<file path="config.mk">
export PLATFORM = sky130hd
export DESIGN_NAME = alu_frame_interface
export DESIGN_NICKNAME = d
export VERILOG_FILES = /design/src/rtl/alu_frame_interface_pkg.sv /design/src/rtl/frame_timeout_counter.sv /design/src/rtl/alu_frame_interface.sv
export SDC_FILE = /design/constraint.sdc
export NUM_CORES = 1
export LEC_CHECK = 0
export CORE_ASPECT_RATIO = 1.4
export CORE_MARGIN = 3
export CORE_UTILIZATION = 35
export DETAILED_ROUTE_END_ITERATION = 6
export PLACE_DENSITY = 0.6
export REMOVE_ABC_BUFFERS = 1
export SETUP_SLACK_MARGIN = 0.15
export SYNTH_ARGS = -nofsm -noshare
export SYNTH_HDL_FRONTEND = slang
export SYNTH_HIERARCHICAL = 1
export SYNTH_SLANG_ARGS = --single-unit
export TNS_END_PERCENT = 30
</file>
<file path="constraint.sdc">
create_clock -name i_clk -period 4.9 [get_ports i_clk]
set_input_delay 0.98 -clock i_clk [delete_from_list [all_inputs] [get_ports i_clk]]
set_output_delay 0.98 -clock i_clk [all_outputs]
set_load 0.01 [all_outputs]
</file>
<file path="src/rtl/alu_frame_interface_pkg.sv">
// Shared definitions for the UART-to-ALU frame engine: FSM state encoding, byte width
// default and the opcode values the ALU decodes.
package alu_frame_interface_pkg;

  localparam int NB_BYTE_DEF = 8;

  typedef enum logic [2:0] {
    ST_IDLE,
    ST_GET_A,
    ST_GET_B,
    ST_EXEC,
    ST_SEND
  } state_t;

  localparam logic [5:0] OP_ADD = 6'h20;
  localparam logic [5:0] OP_SUB = 6'h22;
  localparam logic [5:0] OP_AND = 6'h24;
  localparam logic [5:0] OP_OR  = 6'h25;
  localparam logic [5:0] OP_XOR = 6'h26;
  localparam logic [5:0] OP_NOR = 6'h27;
  localparam logic [5:0] OP_SRA = 6'h03;
  localparam logic [5:0] OP_SRL = 6'h02;

endpackage

</file>
<file path="src/rtl/frame_timeout_counter.sv">
// Idle-cycle counter for the inter-byte timeout; tc is high on the enabled cycle that
// reaches TIMEOUT-1, so a clear arriving on that cycle always wins.
module frame_timeout_counter #(
  parameter int TIMEOUT = 50000
) (
  input  logic clk,
  input  logic reset,
  input  logic clear,
  input  logic enable,
  output logic tc
);

  localparam int TMO_W = $clog2(TIMEOUT);
  localparam logic [TMO_W-1:0] LAST = TMO_W'(TIMEOUT - 1);

  logic [TMO_W-1:0] cnt;

  assign tc = enable && (cnt == LAST);

  always_ff @(posedge clk) begin
    if (reset || clear) begin
      cnt <= '0;
    end else if (enable) begin
      cnt <= tc ? '0 : cnt + 1'b1;
    end
  end

endmodule

</file>
<file path="src/rtl/alu_frame_interface.sv">
// Frame engine between the UART FIFOs and the ALU: opcode plus two LSB-first operands in,
// LSB-first result out, with an inter-byte timeout that aborts and counts broken frames.
module alu_frame_interface
  import alu_frame_interface_pkg::*;
#(
  parameter int NB_BYTE     = NB_BYTE_DEF,
  parameter int NB_DATA     = 16,
  parameter int NB_OP       = 6,
  parameter int ALU_LATENCY = 1,
  parameter int TIMEOUT     = 50000,
  parameter int NB_ERRCNT   = 8
) (
  input  logic                 i_clk,
  input  logic                 i_reset,
  input  logic [NB_BYTE-1:0]   i_rd_data,
  input  logic                 i_empty,
  output logic                 o_rd,
  input  logic                 i_full,
  output logic                 o_wr,
  output logic [NB_BYTE-1:0]   o_wr_data,
  output logic [NB_OP-1:0]     o_op,
  output logic [NB_DATA-1:0]   o_data_a,
  output logic [NB_DATA-1:0]   o_data_b,
  input  logic [NB_DATA-1:0]   i_result,
  output logic                 o_busy,
  output logic                 o_frame_err,
  output logic [NB_ERRCNT-1:0] o_err_count
);

  localparam int NBYTES = NB_DATA / NB_BYTE;
  localparam int CNT_W  = (NBYTES > 1) ? $clog2(NBYTES) : 1;
  localparam int LAT_W  = (ALU_LATENCY > 1) ? $clog2(ALU_LATENCY) : 1;
  localparam logic [CNT_W-1:0] LAST_BYTE = CNT_W'(NBYTES - 1);
  localparam logic [LAT_W-1:0] LAST_LAT  = LAT_W'(ALU_LATENCY - 1);

  state_t             state;
  logic [CNT_W-1:0]   byte_cnt;
  logic [CNT_W-1:0]   send_cnt;
  logic [LAT_W-1:0]   lat_cnt;
  logic [NB_DATA-1:0] opnd_asm;
  logic [NB_DATA-1:0] assembled;
  logic [NB_DATA-1:0] res_sh;
  logic               in_rx;
  logic               tmo_en;
  logic               tmo_tc;

  function automatic logic [NB_ERRCNT-1:0] sat_inc(input logic [NB_ERRCNT-1:0] v);
    return (&v) ? v : v + 1'b1;
  endfunction

  assign in_rx     = (state == ST_IDLE) || (state == ST_GET_A) || (state == ST_GET_B);
  assign o_rd      = in_rx && !i_empty;
  assign o_wr      = (state == ST_SEND) && !i_full;
  assign o_wr_data = res_sh[NB_BYTE-1:0];
  assign o_busy    = (state != ST_IDLE);
  assign tmo_en    = ((state == ST_GET_A) || (state == ST_GET_B)) && i_empty;

  // Operands are built in a scratch register so o_data_a/b only ever show complete values.
  always_comb begin
    assembled = opnd_asm;
    assembled[int'(byte_cnt) * NB_BYTE +: NB_BYTE] = i_rd_data;
  end

  frame_timeout_counter #(
    .TIMEOUT (TIMEOUT)
  ) u_timeout (
    .clk    (i_clk),
    .reset  (i_reset),
    .clear  (o_rd),
    .enable (tmo_en),
    .tc     (tmo_tc)
  );

  always_ff @(posedge i_clk) begin
    if (i_reset) begin
      state       <= ST_IDLE;
      byte_cnt    <= '0;
      send_cnt    <= '0;
      lat_cnt     <= '0;
      opnd_asm    <= '0;
      res_sh      <= '0;
      o_op        <= '0;
      o_data_a    <= '0;
      o_data_b    <= '0;
      o_frame_err <= 1'b0;
      o_err_count <= '0;
    end else begin
      o_frame_err <= 1'b0;
      unique case (state)
        ST_IDLE: begin
          if (o_rd) begin
            o_op     <= i_rd_data[NB_OP-1:0];
            byte_cnt <= '0;
            state    <= ST_GET_A;
          end
        end
        ST_GET_A, ST_GET_B: begin
          if (o_rd) begin
            opnd_asm <= assembled;
            if (byte_cnt == LAST_BYTE) begin
              byte_cnt <= '0;
              if (state == ST_GET_A) begin
                o_data_a <= assembled;
                state    <= ST_GET_B;
              end else begin
                o_data_b <= assembled;
                lat_cnt  <= '0;
                state    <= ST_EXEC;
              end
            end else begin
              byte_cnt <= byte_cnt + 1'b1;
            end
          end else if (tmo_tc) begin
            byte_cnt    <= '0;
            o_frame_err <= 1'b1;
            o_err_count <= sat_inc(o_err_count);
            state       <= ST_IDLE;
          end
        end
        ST_EXEC: begin
          if (lat_cnt == LAST_LAT) begin
            res_sh   <= i_result;
            send_cnt <= '0;
            state    <= ST_SEND;
          end else begin
            lat_cnt <= lat_cnt + 1'b1;
          end
        end
        ST_SEND: begin
          // A full TX FIFO simply holds the shifter; nothing is dropped.
          if (!i_full) begin
            res_sh <= res_sh >> NB_BYTE;
            if (send_cnt == LAST_BYTE) begin
              state <= ST_IDLE;
            end else begin
              send_cnt <= send_cnt + 1'b1;
            end
          end
        end
        default: state <= ST_IDLE;
      endcase
    end
  end

endmodule

</file>
==> run_1/sizing.png <==
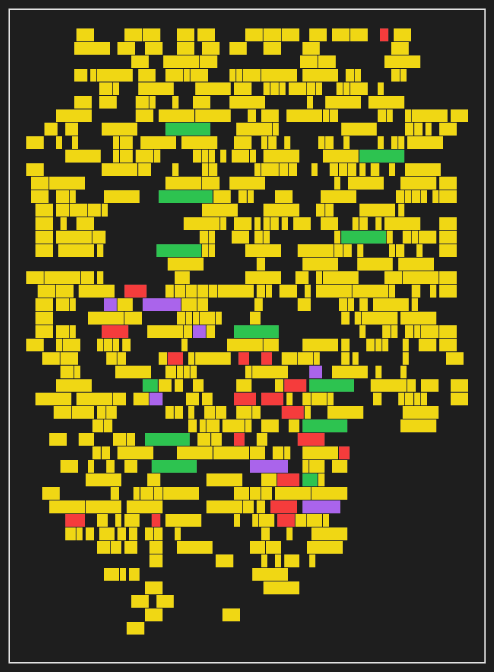
| colour | size | cells |
|---|---|---|
| yellow | x1 and smaller | 482 |
| purple | x3 and x4 | 7 |
| red | x2 | 18 |
| green | x6 and larger | 12 |

==> run_1/ff_map.png <==
Bar = 20 µm.
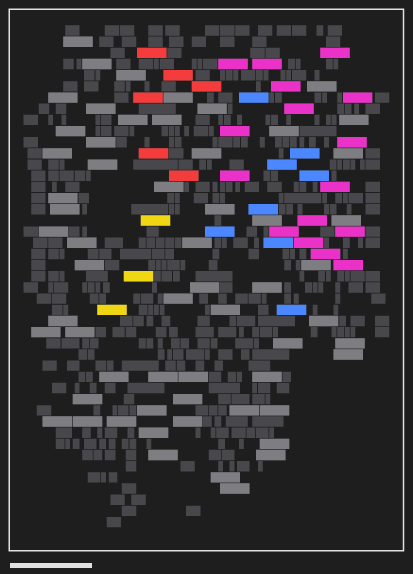
| colour | signal | sequential cells |
|---|---|---|
| yellow | state | 3 |
| blue | opnd_asm | 8 |
| red | o_op | 6 |
| magenta | o_data_a | 16 |
fraction of area in registers: 36.3%
post-layout util: 46.5%

==> run_1/route_heat.png <==
19 x 26 tiles, from dark blue (low) to red (high), scaled to the fullest tile. Values are wire area over tile area, all layers added.
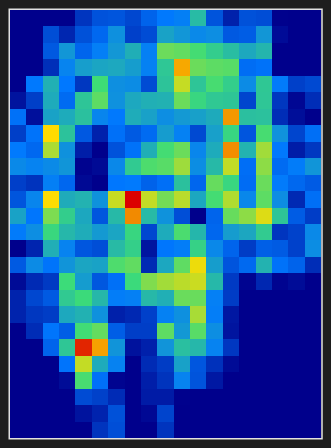
emptiest ninth of the die: south-east
densest ninth of the die: centre
nearly empty tiles: 25%
mean over tiles: 0.12
tiles over half the peak: 12%
fullest tile: 0.49
Routed WL: 9.26 mm
Routed wire per std cell: 14.0 µm

==> reports/results.txt, run 1 <==
Status = finished, final reports clean
H-tree levels = 3
GRT met3 Usage = 3.32%
Fin area = 0.00508 mm²
Die width = 95.6 µm
Yosys reg bits = 92
Hold Crit Class = flip-flop to flip-flop
Clk slew on worst S/H paths = 60 ps
CTS tree = yes
Top cell area share = 46.8%
Clock buffer depth = 2
Maximum vdd drop = 0.000145 V
Crit path max fanout = 16
Worst Tran Pin Value = 965 ps
Mapped Area = 0.00394 mm²
Ant. Diodes = 0
Fp util = 36.0%
HPWL Detailed = 6.40 mm
Initial antenna violation count = 0
LEAKAGE = 1.68 nW
Number of DRC markers in iteration 0 = 104
Chip Area, Yosys = 0.00394 mm²
Unrepaired setup endpoints after global routing = no
# fillers = 1098
CTS resizes = 0
Crit. Startpoint = i_empty
Number of enable flip-flop cells = 0
# DRC = 0
IO Port Bufs = 85
TritonCTS Sinks = 92
CTS Buf Count = 9
Post-CTS setup buffer count = 0
Late-Pin Clk Latency = 330 ps
DP Area = 0.00479 mm²
Post-synth ARST share = 0%
Tool warnings = 25
# rows = 45
Total die size = 0.0126 mm²
Area of the multi-input gates = 0.00188 mm²
Critical path arrival = 4000 ps
Max-Cap Viols = 0
Sequential area share after synthesis = 46.8%
Hold_buf cts = 0
Register area = 0.00184 mm²
Final Hold Viols = 0
Top cells by area, synth = dfxtp_1 47%, nand2_1 7.3%, a21oi_1 6.2%
Nets = 545
Predominant post-synthesis flop cell = dfxtp_1
Busiest grt layer = met2
Final setup fails = 0
GRT Util Overall = 15.3%
Via density = 5.05
GRT met2 Usage = 26.0%
Crit path time final = 3780 ps
Period utilisation layout = 77.1%
Yosys cell count = 454
Worst endpoint required time = 5120 ps
Worst Skew = 7.28 ps
Root Buffer Master = clkbuf_16
Startpoint types = input port
Die Height = 131 µm
Share of layout cells above drive strength 1 = 7.13%
First-pass GRT wire length = 15.5 mm
Post-synth top area cell = dfxtp_1
R2r setup slk = 1570 ps
Overflow after GRT = 0
Vias in the first global route = 3141
Cell Type Count = 49
I/O pin count = 86
Final TNS setup = 0 ps
TritonRoute pass-1 iters = 5
PD cells = 305 mW/mm²
Syn Area/Cell = 8.67 µm²
Gpl congestion = 0.752
Slew Limit Fails = 0
Slew margin rel. = 35.7%
Routed Antenna Nets = 0
Area delta synth->final = 29.0%
Max Freq = 265 MHz
Met1 Use GR = 18.6%
Hold Path Origin = o_data_a[15]
Crit path capture type = flip-flop
Area of the core = 0.0109 mm²
Crit Path Class = input port to flip-flop
==> run 1: sequential cells by signal, summed over array words and instances (netlist names) <==
name and count:
byte_cnt 1, o_data_a 16, o_data_b 16, o_err_count 8, o_frame_err 1, o_op 6, opnd_asm 8, res_sh 16
send_cnt 1, state 3, u_timeout/cnt 16
==> run 1: synth_stat cells (8+ instances only) <==
cell      instances
mux2i_1          15
a21oi_1          49
clkbuf_1         16
buf_2            13
nor2_1           45
a22oi_1           8
a211oi_1         12
buf_4             8
dfxtp_1          92
nand2_1          77
xor2_1            8
nand3_1          20
==> run 1: critical path: stages <==
cell	delay, ps
clkdlybuf4s50_1	680
nor2b_1	250
and2_1	310
and4_1	220
nand4_1	180
inv_1	190
nand3_1	400
nor4_1	410
mux2_2	360
==> run 1: final cells by class <==
type	instances	area share, %
Inverter	6	0.443
Timing Repair Buffer	88	17.1
Multi-Input combinational cell	318	37.0
Clock inverter	5	1.18
Tap cell	141	3.47
Clock buffer	10	4.51
Sequential cell	92	36.3
==> run 1: kinds of logic (layout without fill, tap and decap cells) <==
family,Yosys count,in the layout,synth area share (%)
AND/OR/NAND/NOR,200,200,26.6
flip-flops,92,92,46.8
AND-OR/OR-AND,85,85,12.9
buffers and inverters,44,109,5.56
multiplexers,16,16,4.10
XOR/XNOR,15,15,3.34
adder cells (fa/ha/maj),2,2,0.636
==> run 1: metal layers <==
| metal | wire [µm] | up-vias |
|---|---|---|
| li1 | - | 1689 |
| met3 | 398 | 8 |
| met1 | 4090 | 1561 |
| met4 | 108 | 0 |
| met5 | 0 | - |
| met2 | 4660 | 76 |
==> run 1: metrics by stage <==
step | power (mW) | std cells | hold slack (ps) | setup WS (ps)
4_1_cts | 1.57 | 660 | 456 | 1150
6_report | 1.55 | 660 | 455 | 1120
5_1_grt | 1.61 | 660 | 478 | 780
2_1_floorplan | 0.822 | 416 | 430 | 1870
3_3_place_gp | 0.885 | 645 | 441 | 926
3_5_place_dp | 0.886 | 645 | 447 | 807
==> run 1: placed cells by master, fill, tap and decap left out, drive strengths merged, types with 2 or more instances in the layout <==
cell	count
or4	5
nand2	78
nand4	10
buf	4
mux2i	15
o21ai	5
or3	2
o31ai	3
xnor2	7
dfxtp	92
and2	2
ha	2
nand2b	2
and4	4
o41ai	2
a21oi	49
xor2	8
nand3	20
clkbuf	10
nor2b	6
inv	8
nand3b	2
nor4	6
and3	4
nor3	4
a22oi	8
nor4b	3
nor2	48
a211oi	12
clkdlybuf4s50	84
==> run 1: power by group <==
part / internal, mW / leakage [nW] / switching [mW] / total, mW
combinational: 0.0485 / 0.798 / 0.0513 / 0.0998
sequential: 0.758 / 0.743 / 0.0112 / 0.769
clock: 0.395 / 0.139 / 0.283 / 0.678
total: 1.20 / 1.68 / 0.345 / 1.55
==> run 1: path summary, 6_finish.rpt <==
kind | end | depth (start not counted)
worst max-delay path | o_err_count[5] | 9
worst min-delay path | o_data_a[15] | 2
worst max register to register | o_err_count[5] | 9
worst min register to register | o_data_a[15] | 2
==> run_1/placed.png <==
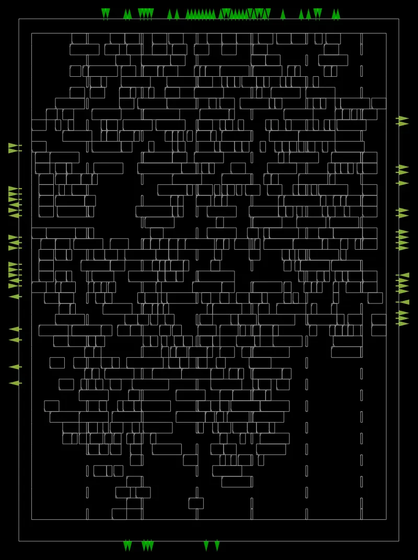

## Run 2: what changed since run 1
- PLACE_DENSITY: 0.6 -> 0.62
- clock period: 4.9 -> 3.3 ns (I/O delays scaled with it)
==> run_2/placed.png <==
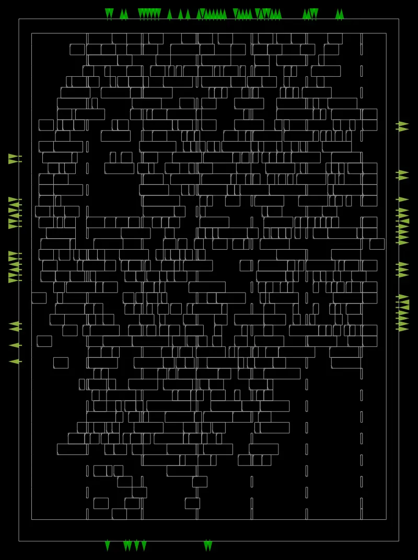
flip-flops: 92
post-route insts no fill: 667
area of the core: 0.0109 mm²
fraction of area in registers: 35.8%

==> reports/results.txt, run 2 <==
Routed wire per std cell = 14.1 µm (+0.49%)
Startpoint types = input port
TritonRoute pass-1 iters = 4 (-1)
Top cells by area, synth = dfxtp_1 47%, nand2_1 7.3%, a21oi_1 6.2%
Slew margin rel. = 54.7% (+19 points)
Crit Path Class = input port to flip-flop
FF-to-FF path depth = 8 (-1)
Mapped Area = 0.00394 mm² (unchanged)
Crit path capture type = flip-flop
Late-Pin Clk Latency = 340 ps (about the same)
Status = finished, final reports clean
Routed Antenna Nets = 0 (unchanged)
Final Hold Viols = 0 (unchanged)
Overflow after GRT = 0 (unchanged)
Final hold slack = 452 ps (-2.75 ps)
Worst Tran Pin Value = 678 ps (-287 ps)
Reg power frac = 48.6% (-1.1 points)
# DRC = 0 (unchanged)
Power, Total = 2.34 mW (+51%)
Clock buffer depth = 2 (unchanged)
Switching share of power = 22.5% (+0.20 points)
Number of enable flip-flop cells = 0 (unchanged)
Top Layout Cells = 92 x dfxtp_1, 84 x clkdlybuf4s50_1, 77 x nand2_1
Vias in the first global route = 3220 (+2.5%)
IO Port Bufs = 85 (unchanged)
Maximum vdd drop = 0.000242 V (+66%)
Sequential area share after synthesis = 46.8% (unchanged)
Chip Area, Yosys = 0.00394 mm² (unchanged)
I/O pin count = 86 (unchanged)
Critical path arrival = 3020 ps (-980 ps)
Total die size = 0.0126 mm² (unchanged)
Dpl ws = 22.6 ps (-785 ps)
Final WS setup = 505 ps (-617 ps)
Post-layout util = 47.1% (+0.62 points)
Commonest cells in the netlist = 92 x dfxtp_1, 77 x nand2_1, 49 x a21oi_1, 45 x nor2_1, 20 x nand3_1
TritonCTS Sinks = 92 (unchanged)
Die width = 95.6 µm (unchanged)
PD cells = 454 mW/mm² (+49%)
HPWL Detailed = 6.59 mm (+3.0%)
# fillers = 1060 (-3.5%)
Portion of total power attributed to combinational logic = 6.9% (+0.4 points)
Post-synth top area cell = dfxtp_1
Max-Cap Viols = 0 (unchanged)
Share of layout cells above drive strength 1 = 8.75% (+1.6 points)
Worst reg2reg endpoint = o_err_count[5]
R2r setup slk = 810 ps (-760 ps)
Crit path max fanout = 16 (unchanged)
Worst Skew = 5.23 ps (-2.05 ps)
==> run 2: cell counts after synthesis <==
Identical to the previous run, type by type.
==> run 2: area by class of cell <==
cell class              count  area, µm²  area share, %
clock buffers              10        239           4.64
clock inverters             5       60.1           1.17
inverters                   6       22.5          0.438
multi-input cells         318       1890           36.6
flip-flops and latches     92       1840           35.8
well taps                 141        176           3.43
repair buffers             95        921           17.9
==> run 2: layer usage <==
| layer | GRT usage [%] | vias to the layer above | wire length, µm |
|---|---|---|---|
| li1 | - | 1703 | - |
| met1 | 18.6 | 1578 | 4000 |
| met2 | 26.3 | 84 | 4720 |
| met3 | 2.41 | 15 | 410 |
| met4 | 8.07 | 0 | 261 |
| met5 | 0 | - | 0 |
==> run 2: cell families (layout without fill, tap and decap cells) <==
kind of cell	count (synthesis)	count (layout)	synth area share (%)
DFF	92	92	46.8
AOI/OAI and AO/OA	85	85	12.9
buffers and inverters	44	116	5.56
muxes	16	16	4.10
xor gates and xnor gates	15	15	3.34
and+or+nand+nor	200	200	26.6
adders and majority gates	2	2	0.636
==> run 2: power by group through the flow <==
stage	Sequential (mW)	Combinational, mW	Clock [mW]
6_report	1.14	0.160	1.04
5_1_grt	1.14	0.176	1.11
4_1_cts	1.14	0.161	1.07
3_5_place_dp	1.16	0.160	0
3_3_place_gp	1.16	0.159	0
2_1_floorplan	1.17	0.0547	0
==> run 2: metrics by stage <==
step                cells  instance area (µm²)
floorplan             416                 3740
global placement      652                 4840
detailed placement    652                 4840
CTS                   667                 5140
global route          667                 5150
finish                667                 5150
==> run 2: worst min-delay path by stage <==
stage	cells past startpoint	to
final	2	o_data_a[14]
after global routing	2	o_data_a[13]
after detailed placement	2	o_data_a[13]
after global placement	2	o_data_b[9]
after floorplan	2	opnd_asm[5]
after CTS	2	o_data_a[11]
==> run 2: timing repair <==
item	CTS	global route
resized	0	1
endpoints found under the hold margin	0	0
setup buffers	0	0
setup endpoints to repair	0	1
==> run 2: critical path, stage by stage <==
cell and delay, ps:
clkdlybuf4s50_1 470, nor2b_1 210, and2_1 170, and4_1 170, nand4_1 170, inv_1 200, nand3_2 250, nor4_1 360
mux2_2 360
Power is estimated from default activity; no workload was simulated.
